===== src/rtl/sqrt_dispatch_if.sv =====
// Handshake bundle between operand source, iterative sqrt core and result consumer.
// master is the environment side (source, core, consumer); slave is the dispatcher.
interface sqrt_dispatch_if #(
    parameter int unsigned DATA_W = 8,
    parameter int unsigned DEPTH  = 4
) ();
    localparam int unsigned CntW = $clog2(DEPTH) + 1;

    logic              in_valid;
    logic [DATA_W-1:0] in_data;
    logic              in_ready;

    logic              core_valid;
    logic [DATA_W-1:0] core_x;
    logic              core_busy;
    logic              core_ready;
    logic [DATA_W-1:0] core_r;

    logic              out_valid;
    logic [DATA_W-1:0] out_x;
    logic [DATA_W-1:0] out_r;
    logic              out_ready;

    logic [CntW-1:0]   count;
    logic              err;

    modport master (
        output in_valid, in_data, core_busy, core_ready, core_r, out_ready,
        input  in_ready, core_valid, core_x, out_valid, out_x, out_r, count, err
    );

    modport slave (
        input  in_valid, in_data, core_busy, core_ready, core_r, out_ready,
        output in_ready, core_valid, core_x, out_valid, out_x, out_r, count, err
    );
endinterface


===== src/rtl/sqrt_dispatch.sv =====
// Operand FIFO feeding an iterative sqrt core one launch at a time, with result capture
// onto a valid/ready output port and a sticky timeout error.
module sqrt_dispatch #(
    parameter int unsigned DATA_W  = 8,
    parameter int unsigned DEPTH   = 4,
    parameter int unsigned TIMEOUT = 64
) (
    input logic            clk_i,
    input logic            rst_i,
    sqrt_dispatch_if.slave bus
);
    localparam int unsigned PtrW = $clog2(DEPTH);
    localparam int unsigned CntW = $clog2(DEPTH) + 1;
    localparam int unsigned TmoW = $clog2(TIMEOUT + 1);

    typedef enum logic [1:0] {
        StIdle,
        StLaunch,
        StWait,
        StHold
    } state_e;

    state_e            state_q;
    logic [DATA_W-1:0] mem_q [DEPTH];
    logic [PtrW-1:0]   wr_ptr_q;
    logic [PtrW-1:0]   rd_ptr_q;
    logic [CntW-1:0]   count_q;
    logic [CntW-1:0]   count_d;
    logic              in_ready_q;

    logic              core_valid_q;
    logic [DATA_W-1:0] core_x_q;
    logic              out_valid_q;
    logic [DATA_W-1:0] out_x_q;
    logic [DATA_W-1:0] out_r_q;
    logic              err_q;
    logic [TmoW-1:0]   tmo_q;

    logic push;
    logic pop;

    assign push = bus.in_valid && in_ready_q;
    // Launch decision; also the only place the FIFO is popped.
    assign pop  = (state_q == StIdle) && (count_q != '0) && !bus.core_busy && !out_valid_q;

    always_comb begin
        count_d = count_q;
        if (push && !pop) begin
            count_d = count_q + CntW'(1);
        end else if (pop && !push) begin
            count_d = count_q - CntW'(1);
        end
    end

    // in_ready is registered so it reads 0 throughout reset.
    always_ff @(posedge clk_i) begin
        if (rst_i) begin
            wr_ptr_q   <= '0;
            rd_ptr_q   <= '0;
            count_q    <= '0;
            in_ready_q <= 1'b0;
        end else begin
            if (push) begin
                wr_ptr_q <= wr_ptr_q + PtrW'(1);
            end
            if (pop) begin
                rd_ptr_q <= rd_ptr_q + PtrW'(1);
            end
            count_q    <= count_d;
            in_ready_q <= (count_d != CntW'(DEPTH));
        end
    end

    always_ff @(posedge clk_i) begin
        if (push) begin
            mem_q[wr_ptr_q] <= bus.in_data;
        end
    end

    always_ff @(posedge clk_i) begin
        if (rst_i) begin
            state_q      <= StIdle;
            core_valid_q <= 1'b0;
            core_x_q     <= '0;
            out_valid_q  <= 1'b0;
            out_x_q      <= '0;
            out_r_q      <= '0;
            err_q        <= 1'b0;
            tmo_q        <= '0;
        end else begin
            core_valid_q <= 1'b0;
            unique case (state_q)
                StIdle: begin
                    if (pop) begin
                        core_x_q     <= mem_q[rd_ptr_q];
                        core_valid_q <= 1'b1;
                        state_q      <= StLaunch;
                    end
                end
                StLaunch: begin
                    tmo_q   <= '0;
                    state_q <= StWait;
                end
                StWait: begin
                    // A ready pulse beats the timeout when both land on the same cycle.
                    if (bus.core_ready) begin
                        out_r_q     <= bus.core_r;
                        out_x_q     <= core_x_q;
                        out_valid_q <= 1'b1;
                        state_q     <= StHold;
                    end else if (tmo_q == TmoW'(TIMEOUT - 1)) begin
                        err_q   <= 1'b1;
                        state_q <= StIdle;
                    end else begin
                        tmo_q <= tmo_q + TmoW'(1);
                    end
                end
                StHold: begin
                    if (bus.out_ready) begin
                        out_valid_q <= 1'b0;
                        state_q     <= StIdle;
                    end
                end
                default: state_q <= StIdle;
            endcase
        end
    end

    assign bus.in_ready   = in_ready_q;
    assign bus.core_valid = core_valid_q;
    assign bus.core_x     = core_x_q;
    assign bus.out_valid  = out_valid_q;
    assign bus.out_x      = out_x_q;
    assign bus.out_r      = out_r_q;
    assign bus.count      = count_q;
    assign bus.err        = err_q;

    count_in_range: assert property (@(posedge clk_i) disable iff (rst_i)
        count_q <= CntW'(DEPTH));

    launch_is_pulse: assert property (@(posedge clk_i) disable iff (rst_i)
        core_valid_q |=> !core_valid_q);

    hold_is_stable: assert property (@(posedge clk_i) disable iff (rst_i)
        (out_valid_q && !bus.out_ready) |=>
        (out_valid_q && $stable(out_x_q) && $stable(out_r_q)));
endmodule


===== src/flat_wrapper.sv =====
// flat-port wrapper written by rule: the top's interface ports become plain ports
module sqrt_dispatch_flat 
#(
    parameter int unsigned DATA_W  = 8,
    parameter int unsigned DEPTH   = 4,
    parameter int unsigned TIMEOUT = 64
)
  (clk_i, rst_i, bus_in_valid, bus_in_data, bus_core_busy, bus_core_ready, bus_core_r, bus_out_ready, bus_in_ready, bus_core_valid, bus_core_x, bus_out_valid, bus_out_x, bus_out_r, bus_count, bus_err);
  sqrt_dispatch_if #(.DATA_W(DATA_W), .DEPTH(DEPTH)) bus_i ();
  input logic clk_i;
  input logic rst_i;
  input wire logic [$bits(bus_i.in_valid)-1:0] bus_in_valid;
  input wire logic [$bits(bus_i.in_data)-1:0] bus_in_data;
  input wire logic [$bits(bus_i.core_busy)-1:0] bus_core_busy;
  input wire logic [$bits(bus_i.core_ready)-1:0] bus_core_ready;
  input wire logic [$bits(bus_i.core_r)-1:0] bus_core_r;
  input wire logic [$bits(bus_i.out_ready)-1:0] bus_out_ready;
  output wire logic [$bits(bus_i.in_ready)-1:0] bus_in_ready;
  output wire logic [$bits(bus_i.core_valid)-1:0] bus_core_valid;
  output wire logic [$bits(bus_i.core_x)-1:0] bus_core_x;
  output wire logic [$bits(bus_i.out_valid)-1:0] bus_out_valid;
  output wire logic [$bits(bus_i.out_x)-1:0] bus_out_x;
  output wire logic [$bits(bus_i.out_r)-1:0] bus_out_r;
  output wire logic [$bits(bus_i.count)-1:0] bus_count;
  output wire logic [$bits(bus_i.err)-1:0] bus_err;
  assign bus_i.in_valid = bus_in_valid;
  assign bus_i.in_data = bus_in_data;
  assign bus_i.core_busy = bus_core_busy;
  assign bus_i.core_ready = bus_core_ready;
  assign bus_i.core_r = bus_core_r;
  assign bus_i.out_ready = bus_out_ready;
  assign bus_in_ready = bus_i.in_ready;
  assign bus_core_valid = bus_i.core_valid;
  assign bus_core_x = bus_i.core_x;
  assign bus_out_valid = bus_i.out_valid;
  assign bus_out_x = bus_i.out_x;
  assign bus_out_r = bus_i.out_r;
  assign bus_count = bus_i.count;
  assign bus_err = bus_i.err;
  sqrt_dispatch #(.DATA_W(DATA_W), .DEPTH(DEPTH), .TIMEOUT(TIMEOUT)) u_core (.clk_i(clk_i), .rst_i(rst_i), .bus(bus_i));
endmodule

===== config.mk =====
export PLATFORM = sky130hd
export DESIGN_NAME = sqrt_dispatch_flat
export DESIGN_NICKNAME = d
export VERILOG_FILES = /design/src/rtl/sqrt_dispatch_if.sv /design/src/rtl/sqrt_dispatch.sv /design/src/flat_wrapper.sv
export SDC_FILE = /design/constraint.sdc
export NUM_CORES = 1
export LEC_CHECK = 0
export CORE_MARGIN = 3
export CORE_UTILIZATION = 25
export CTS_CLUSTER_DIAMETER = 80
export DETAILED_ROUTE_END_ITERATION = 8
export GPL_ROUTABILITY_DRIVEN = 0
export PLACE_DENSITY_LB_ADDON = 0.3
export SYNTH_ARGS = -nofsm -noshare
export SYNTH_HDL_FRONTEND = slang
export SYNTH_SLANG_ARGS = --single-unit

===== constraint.sdc =====
create_clock -name clk_i -period 3.4 [get_ports clk_i]
set_input_delay 0.34 -clock clk_i [delete_from_list [all_inputs] [get_ports clk_i]]
set_output_delay 0.34 -clock clk_i [all_outputs]
set_load 0.05 [all_outputs]

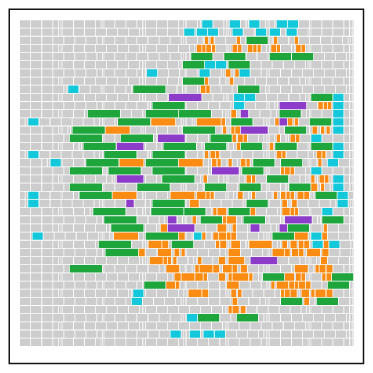
(run_1/class_map.png)
Scale: 3 px per µm. Fill, decap, tap and diode cells in grey.
| colour | class | cells | share of their area |
|---|---|---|---|
| orange | remaining logic cells | 192 | 31% |
| green | registers | 76 | 47% |
| purple | clock drivers and dummy loads | 16 | 7.8% |
| cyan | remaining buffers and delay cells | 53 | 14% |
core area: 12110 µm²
sequential cell area share: 0.4496
row count: 40

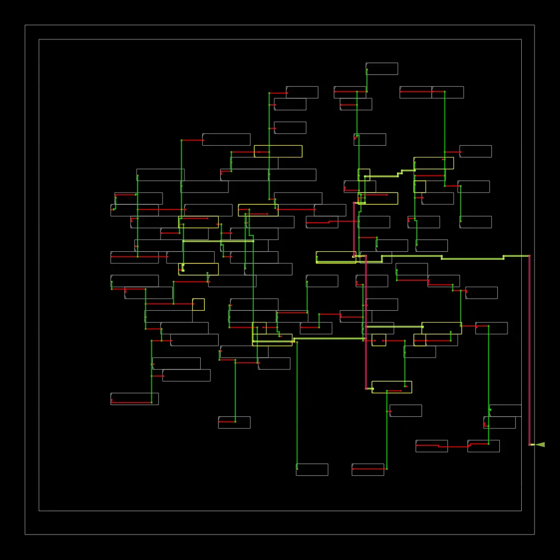
(run_1/clock_nets.png)
flip-flops: 76
CTS buffer count: 9
# clock sinks: 76
clock skew: 0.004767 ns
clock buf count: 9

==> flow_metrics.env, run 1 <==
# physical design summary
export IMPL_grt_max_degree=32
export IMPL_rsz0062_at_grt="false"
export IMPL_worst_slack_ns=1.337
export IMPL_powerDensity_nw_per_um2=724.4
export IMPL_antenna_found_initial=0
export IMPL_syn_inst=280
export IMPL_synth_dominant_cell_count="nand2_1"
export IMPL_drive_above_1_share=0.09792
export IMPL_cts_tree="done"
export IMPL_fillers=1246
export IMPL_slew_headroom=0.5657
export IMPL_chipWidth_um=117.5
export IMPL_final_common_cell="nand2_1"
export IMPL_top_cells_by_count="nand2_1 (63), dfxtp_1 (44), a21oi_1 (34), edfxtp_1 (32), nor2_1 (10)"
export IMPL_largest_class="sequential cells"
export IMPL_adder_share=0.03218
export IMPL_worstPathArrival_ns=1.72
export IMPL_syn_nets=310
export IMPL_fin_cells=505
export IMPL_clk_path_buf_depth=2
export IMPL_buffer_area_frac=0.1289
export IMPL_hold_ws_ns=0.4519
export IMPL_synth_xor_area_share=0.01408
export IMPL_path_buffers=1
export IMPL_hpwlAfterDp_mm=4.597
export IMPL_synthAoiAreaFrac=0.09775
export IMPL_seqPwrFrac=0.406
export IMPL_ys_sh_mux=0.06114
export IMPL_p_leak_nw=1.332
export IMPL_yosys_top_cells_area="edfxtp_1 (31%), dfxtp_1 (28%), nand2_1 (7.6%), mux4_2 (5.8%), a21oi_1 (5.5%)"
export IMPL_postLayoutCellArea_um2=4096
export IMPL_cts_resized=0
export IMPL_yosys_area_um2=3110
export IMPL_dp_cells=489
export IMPL_portBuffers=52
export IMPL_grt_pass1_wl_mm=10.92
export IMPL_p_int_mw=1.963
export IMPL_switching_power_mw=1.005
export IMPL_top_area_frac=0.3089
export IMPL_synthDistinctLibCells=41
export IMPL_htreeDepth=3
export IMPL_grt_pass1_vias=2134
export IMPL_fp_util=0.2568
export IMPL_well_tap_count=168
export IMPL_hp_class="register to register"
export IMPL_finalHoldViolations=0
export IMPL_status="finished clean"
export IMPL_antennaDiodeCount=0
export IMPL_setup_viol=0
export IMPL_top_logic_kind="simple AND/OR/NAND/NOR gates"
export IMPL_n_all_inverters=8
export IMPL_power_leader="sequential cells"
export IMPL_crit_fanout=9
export IMPL_yosysSeqAreaShare=0.5921
export IMPL_required_ns=3.06
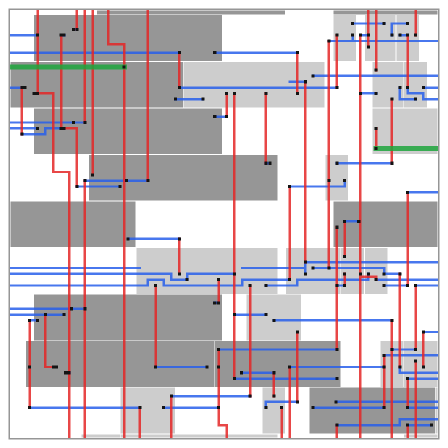
(run_1/closeup.png)
Window x 46 to 71, y 46 to 71 µm. Cells in grey, sequential cells in the stronger grey; small squares are vias.
| colour | layer |
|---|---|
| blue | M1 |
| green | M3 |
| red | M2 |
cells with their middle in the window: 26
sequential cells in the window: 10
most frequent: edfxtp_1 (7), nand2_1 (6), dfxtp_1 (3)
netlist names of flops here include: `u_core.mem_q` (7), `u_core.rd_ptr_q` (2)

## run 1: worst paths after layout
path | slack [ns] | end | depth (start not counted) | start
setup / recovery | 1.34 | bus_in_ready | 1 | u_core.bus.in_ready
hold reg to reg | 0.45 | u_core.bus.out_r[5] | 2 | u_core.bus.out_r[5]
setup reg to reg | 1.41 | u_core.bus.in_ready | 4 | u_core.state_q[0]
hold / removal | 0.45 | u_core.bus.out_r[5] | 2 | u_core.bus.out_r[5]
## run 1: flip-flops by register name, indices dropped and copies added (netlist names)
signal	cells
u_core.rd_ptr_q	2
u_core.bus.in_ready	1
u_core.tmo_q	7
u_core.bus.core_x	8
u_core.bus.out_r	8
u_core.bus.out_x	8
u_core.bus.count	3
u_core.bus.out_valid	1
u_core.bus.err	1
u_core.mem_q	32
u_core.state_q	2
u_core.bus.core_valid	1
u_core.wr_ptr_q	2
## run 1: stage by stage
| step | utilization | power (mW) |
|---|---|---|
| 4_1_cts | 0.3382 | 3.013 |
| 6_report | 0.3382 | 2.967 |
| 3_5_place_dp | 0.3132 | 2.049 |
| 2_1_floorplan | - | 1.794 |
| 5_1_grt | 0.3382 | 3.130 |
| 3_3_place_gp | 0.3132 | 2.041 |
## run 1: logic make-up (layout without fill, tap and decap cells)
| family | count (synthesis) | in the layout |
|---|---|---|
| multiplexers | 9 | 9 |
| adder cells (fa/ha/maj) | 8 | 8 |
| AND-OR/OR-AND | 52 | 52 |
| XOR/XNOR | 5 | 5 |
| flip-flops | 76 | 76 |
| AND/OR/NAND/NOR | 110 | 110 |
| buffers and inverters | 20 | 77 |
## run 1: routing by layer
layer	vias to the layer above	part of all wire	GRT usage
li1	1104	-	-
met1	1053	0.46	0.1233
met2	48	0.48	0.1579
met3	10	0.044	0.03220
met4	0	0.015	0.04249
met5	-	0	0
==> run_1/util_map.png <==
Scale: 2 px per µm. 12 x 12 tiles, from black (low) to pale yellow (high), 0 to 100% covered.
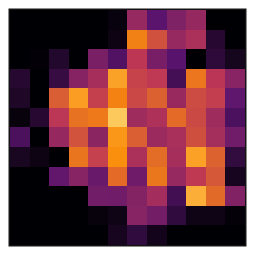

--- run 2 (diff from run 1) ---
clock period = 2 ns   (was 3.4 ns; I/O delays follow)
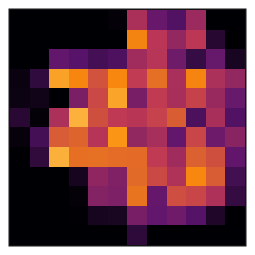
(run_2/util_map.png)
Scale: 2 px per µm. 12 x 12 tiles, from black (low) to pale yellow (high), 0 to 100% covered.
densest ninth of the die: centre
tiles over 75% full: 3.5%
fullest tile: 83%

==> run 2 against run 1 <==
  * Global-route usage grew 0.26 points
  * Register-to-register slack got worse by 1.1 ns
  * Worst setup slack lost 1.2 ns
==> flow_metrics.env, run 2 <==
# physical design summary
export IMPL_status="finished clean"
export IMPL_final_common_cell="nand2_1"
export IMPL_syn_inst=280
export IMPL_top_cells_by_count="nand2_1 (63), dfxtp_1 (44), a21oi_1 (34), edfxtp_1 (32), nor2_1 (10)"
export IMPL_vias=2204
export IMPL_top_area_frac=0.3089
export IMPL_final_util=0.3463
export IMPL_p_leak_nw=1.396
export IMPL_clk_path_buf_depth=2
export IMPL_yosys_area_um2=3110
export IMPL_finalHoldViolations=0
export IMPL_setup_viol=0
export IMPL_cts_buffers_inserted=9
export IMPL_hpwlAfterDp_mm=4.709
export IMPL_finalCriticalPeriod_ns=1.894
export IMPL_powerDensity_nw_per_um2=1279
export IMPL_warning_count=31
export IMPL_portBuffers=52
export IMPL_slew_headroom=0.6455
export IMPL_syn_nets=310
export IMPL_cap_viol_max_count=0
export IMPL_antennaDiodeCount=0
export IMPL_hold_ws_ns=0.4154
export IMPL_grt_pass1_wl_mm=11.30
export IMPL_htreeDepth=3
export IMPL_fp_util=0.2568
export IMPL_grt_max_degree=31
export IMPL_largest_reg_flops=32
export IMPL_cts_resized=0
export IMPL_coreArea_um2=12110
export IMPL_yosysSeqAreaShare=0.5921
export IMPL_finClkSkew_ns=0.003279
export IMPL_rsz0062_at_grt="false"
export IMPL_path_buffers=1
export IMPL_chipWidth_um=117.5
export IMPL_required_ns=1.80
export IMPL_cts_tree="done"
export IMPL_worstPathArrival_ns=1.69
export IMPL_synthDistinctLibCells=41
export IMPL_grt_pass1_vias=2171
export IMPL_drive_above_1_share=0.1163
## run 2: layout make-up
type	instances	area (µm²)
inverter	8	30.03
timing repair buffer	60	580.6
multi-input combinational	184	1184
clock inverter	7	122.6
tap	168	210.2
clock buffer	9	225.2
fill	1239	7918
sequential	76	1842
## run 2: final timing paths
path	start	to	slack [ns]	cells past startpoint
hold reg to reg	u_core.bus.out_r[5]	u_core.bus.out_r[5]	0.45	2
setup reg to reg	u_core.state_q[0]	u_core.bus.in_ready	0.30	4
setup / recovery	u_core.bus.in_ready	bus_in_ready	0.11	1
hold / removal	bus_core_r[2]	u_core.bus.out_r[2]	0.42	3
## run 2: power breakdown
group          switching [mW]  internal, mW  leakage, nW
combinational           0.904         0.597        0.585
clock                   0.643          1.23        0.163
sequential              0.175          1.82        0.649
total                    1.72          3.64         1.40
## run 2: layer usage
metal  up-vias  track usage  share of wire
met5         -            0              0
met4         0      0.03956          0.017
met3         8      0.03027          0.040
met2        40       0.1600           0.47
met1      1044       0.1317           0.47
li1       1112            -              -
## run 2: logic make-up after synthesis
| logic type | after synthesis | synth area share |
|---|---|---|
| mux | 9 | 0.06114 |
| compound gates | 52 | 0.09774 |
| simple gates | 110 | 0.1754 |
| flops | 76 | 0.5921 |
| xor+xnor | 5 | 0.01408 |
| buf+inv | 20 | 0.02735 |
| fa+ha+maj | 8 | 0.03218 |
## run 2: metrics by stage
step | cell area, µm² | cells | power, mW
after floorplan | 3110 | 280 | 3.050
after global placement | 3846 | 496 | 3.529
after detailed placement | 3846 | 496 | 3.551
after CTS | 4194 | 512 | 5.448
after global routing | 4194 | 512 | 5.657
final | 4194 | 512 | 5.365
--- run 3 (diff from run 2) ---
CAP_MARGIN = 5   (was default)
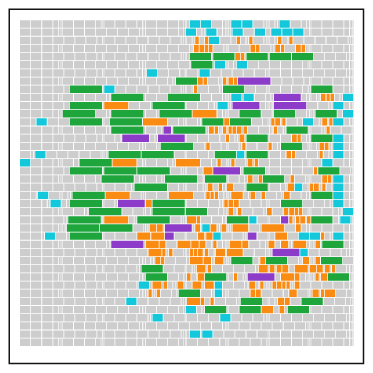
(run_3/class_map.png)
Scale: 3 px per µm. Fill, decap, tap and diode cells in grey.
| colour | class | cells | share of their area |
|---|---|---|---|
| purple | clock drivers and dummy loads | 16 | 8.7% |
| cyan | remaining buffers and delay cells | 60 | 15% |
| orange | remaining logic cells | 192 | 30% |
| green | registers | 76 | 46% |
Post-Route Utilization: 0.3463
design area: 4194 µm²
sequential cell area share: 0.4391

==> run 3 against run 2 <==
  * Critical endpoint unchanged
  * Synthesized cell count stayed put
  * Critical path type unchanged
  * Via count stayed put
  * Power stayed put
  * Wire length stayed put
  * Critical path depth stayed put
  * Sequential power hardly changed
  * Register-to-register slack hardly changed
  * Global-route usage stayed put
  * Fmax stayed put
==> flow_metrics.env, run 3 <==
# physical design summary
export IMPL_hold_depth=3
export IMPL_cts_sinks=76
export IMPL_syn_nets=310
export IMPL_layout_top_cells="nand2_1 (63), clkdlybuf4s50_1 (52), dfxtp_1 (44), a21oi_1 (34), edfxtp_1 (32)"
export IMPL_fillers=1239
export IMPL_ys_sh_mux=0.06114
export IMPL_swShare=0.3210
export IMPL_synth_area_um2=3110
export IMPL_routed_wl_mm=6.709
export IMPL_seqCellArea_um2=1842
export IMPL_grt_pass1_wl_mm=11.30
export IMPL_rsz0062_at_grt="false"
export IMPL_crit_fanout=9
export IMPL_yosysSeqAreaShare=0.5921
export IMPL_cap_viol_max_count=0
export IMPL_cts_resized=0
export IMPL_crit_chain="clkdlybuf4s50_1"
export IMPL_top_area_frac=0.3089
export IMPL_grt_pass1_vias=2171
export IMPL_ant_nets=0
export IMPL_finalHoldViolations=0
export IMPL_tns_ns=0
export IMPL_ir_drop_mv=0.4853
export IMPL_hold_ws_ns=0.4154
export IMPL_top_logic_kind="simple AND/OR/NAND/NOR gates"
export IMPL_switching_power_mw=1.722
export IMPL_chipWidth_um=117.5
export IMPL_seqPwrFrac=0.372
export IMPL_antennaDiodeCount=0
export IMPL_ys_sh_simple=0.1754
export IMPL_worstPathArrival_ns=1.69
export IMPL_p_leak_nw=1.396
export IMPL_powerDensity_nw_per_um2=1279
export IMPL_final_common_cell="nand2_1"
export IMPL_path_buffers=1
export IMPL_flop_cell="dfxtp_1"
export IMPL_htreeDepth=3
export IMPL_crit_cells=1
export IMPL_dp_cells=496
export IMPL_cts_tree="done"
export IMPL_grtUsageTotal=0.1016
export IMPL_power_frac_comb=0.280
export IMPL_pre_cts_ws_ns=0.1591
export IMPL_warning_count=31
export IMPL_top_register="u_core.mem_q"
export IMPL_ys_cells=280
export IMPL_synth_xor_area_share=0.01408
export IMPL_coreArea_um2=12110
export IMPL_endpoint_kind="output pin"
export IMPL_yosys_area_um2=3110
export IMPL_syn_inst=280
export IMPL_p_total_mw=5.365
export IMPL_required_ns=1.80
export IMPL_drive_above_1_share=0.1163
export IMPL_synthDistinctLibCells=41
export IMPL_cts_buffers_inserted=9
export IMPL_hpwlAfterDp_mm=4.709
export IMPL_io_pins=53
export IMPL_reg2reg_depth=4
export IMPL_status="finished clean"
export IMPL_top_cells_by_count="nand2_1 (63), dfxtp_1 (44), a21oi_1 (34), edfxtp_1 (32), nor2_1 (10)"
export IMPL_fp_util=0.2568
export IMPL_drt_iter0_drc=95
export IMPL_clockPowerShare=0.349
export IMPL_mi_logic_area_um2=1184
export IMPL_viasPerCell=4.305
export IMPL_route_detailed_drc=0
export IMPL_clk_pin_slew_ns=0.06
export IMPL_cts_setup_buffers=0
export IMPL_adder_share=0.03218
export IMPL_synthAoiAreaFrac=0.09775
export IMPL_finClkSkew_ns=0.003279
export IMPL_clk_path_buf_depth=2
export IMPL_numSynthFlops=76
export IMPL_portBuffers=52
export IMPL_finalCriticalPeriod_ns=1.894
export IMPL_largest_reg_flops=32
export IMPL_synth_edff_count=32
export IMPL_setup_viol=0
export IMPL_placement_cell_area_um2=3846
export IMPL_slew_headroom=0.6455
export IMPL_fin_cells=512
export IMPL_worst_setup_path_start_kind="register"
export IMPL_worstMarginPinSlew_ns=0.5184
export IMPL_p_int_mw=3.643
export IMPL_grt_max_degree=31
export IMPL_fmax_ghz=0.5281
export IMPL_vias=2204
run 3: cell counts after synthesis:
Identical to the previous run, type by type.
run 3: logic make-up (layout without fill, tap and decap cells):
logic type | count (synthesis) | after routing
simple gates | 110 | 110
compound gates | 52 | 52
buf+inv | 20 | 84
mux | 9 | 9
xor+xnor | 5 | 5
flops | 76 | 76
fa+ha+maj | 8 | 8
run 3: metal layers:
| metal | track usage | wire [µm] | vias to the layer above |
|---|---|---|---|
| met3 | 0.03027 | 266 | 8 |
| met2 | 0.1600 | 3146 | 40 |
| met4 | 0.03956 | 113 | 0 |
| li1 | - | - | 1112 |
| met5 | 0 | 0 | - |
| met1 | 0.1317 | 3182 | 1044 |
run 3: path summary, 6_finish.rpt:
kind	start	to	slack, ns
setup / recovery	u_core.bus.in_ready	bus_in_ready	0.11
hold / removal	bus_core_r[2]	u_core.bus.out_r[2]	0.42
setup reg to reg	u_core.state_q[0]	u_core.bus.in_ready	0.30
hold reg to reg	u_core.bus.out_r[5]	u_core.bus.out_r[5]	0.45
run 3: power by group through the flow:
stage / registers (mW) / logic (mW) / clock network [mW]
2_1_floorplan: 2.29 / 0.763 / 0
3_3_place_gp: 2.02 / 1.51 / 0
3_5_place_dp: 2.03 / 1.52 / 0
4_1_cts: 2.00 / 1.53 / 1.92
5_1_grt: 2.03 / 1.65 / 1.98
6_report: 1.99 / 1.50 / 1.87
run 3: tightest hold or removal path, delay by kind of cell:
kind,cells,cell delay [ns]
buffers and inverters,1,0.39
AND-OR/OR-AND,1,0.05
AND/OR/NAND/NOR,1,0.05
run 3: final cells by class:
class / count / share of cell area
flip-flops and latches: 76 / 0.4391
multi-input cells: 184 / 0.2822
repair buffers: 60 / 0.1384
clock buffers: 9 / 0.05370
well taps: 168 / 0.05012
clock inverters: 7 / 0.02924
inverters: 8 / 0.007160
Power is estimated from default activity; no workload was simulated.
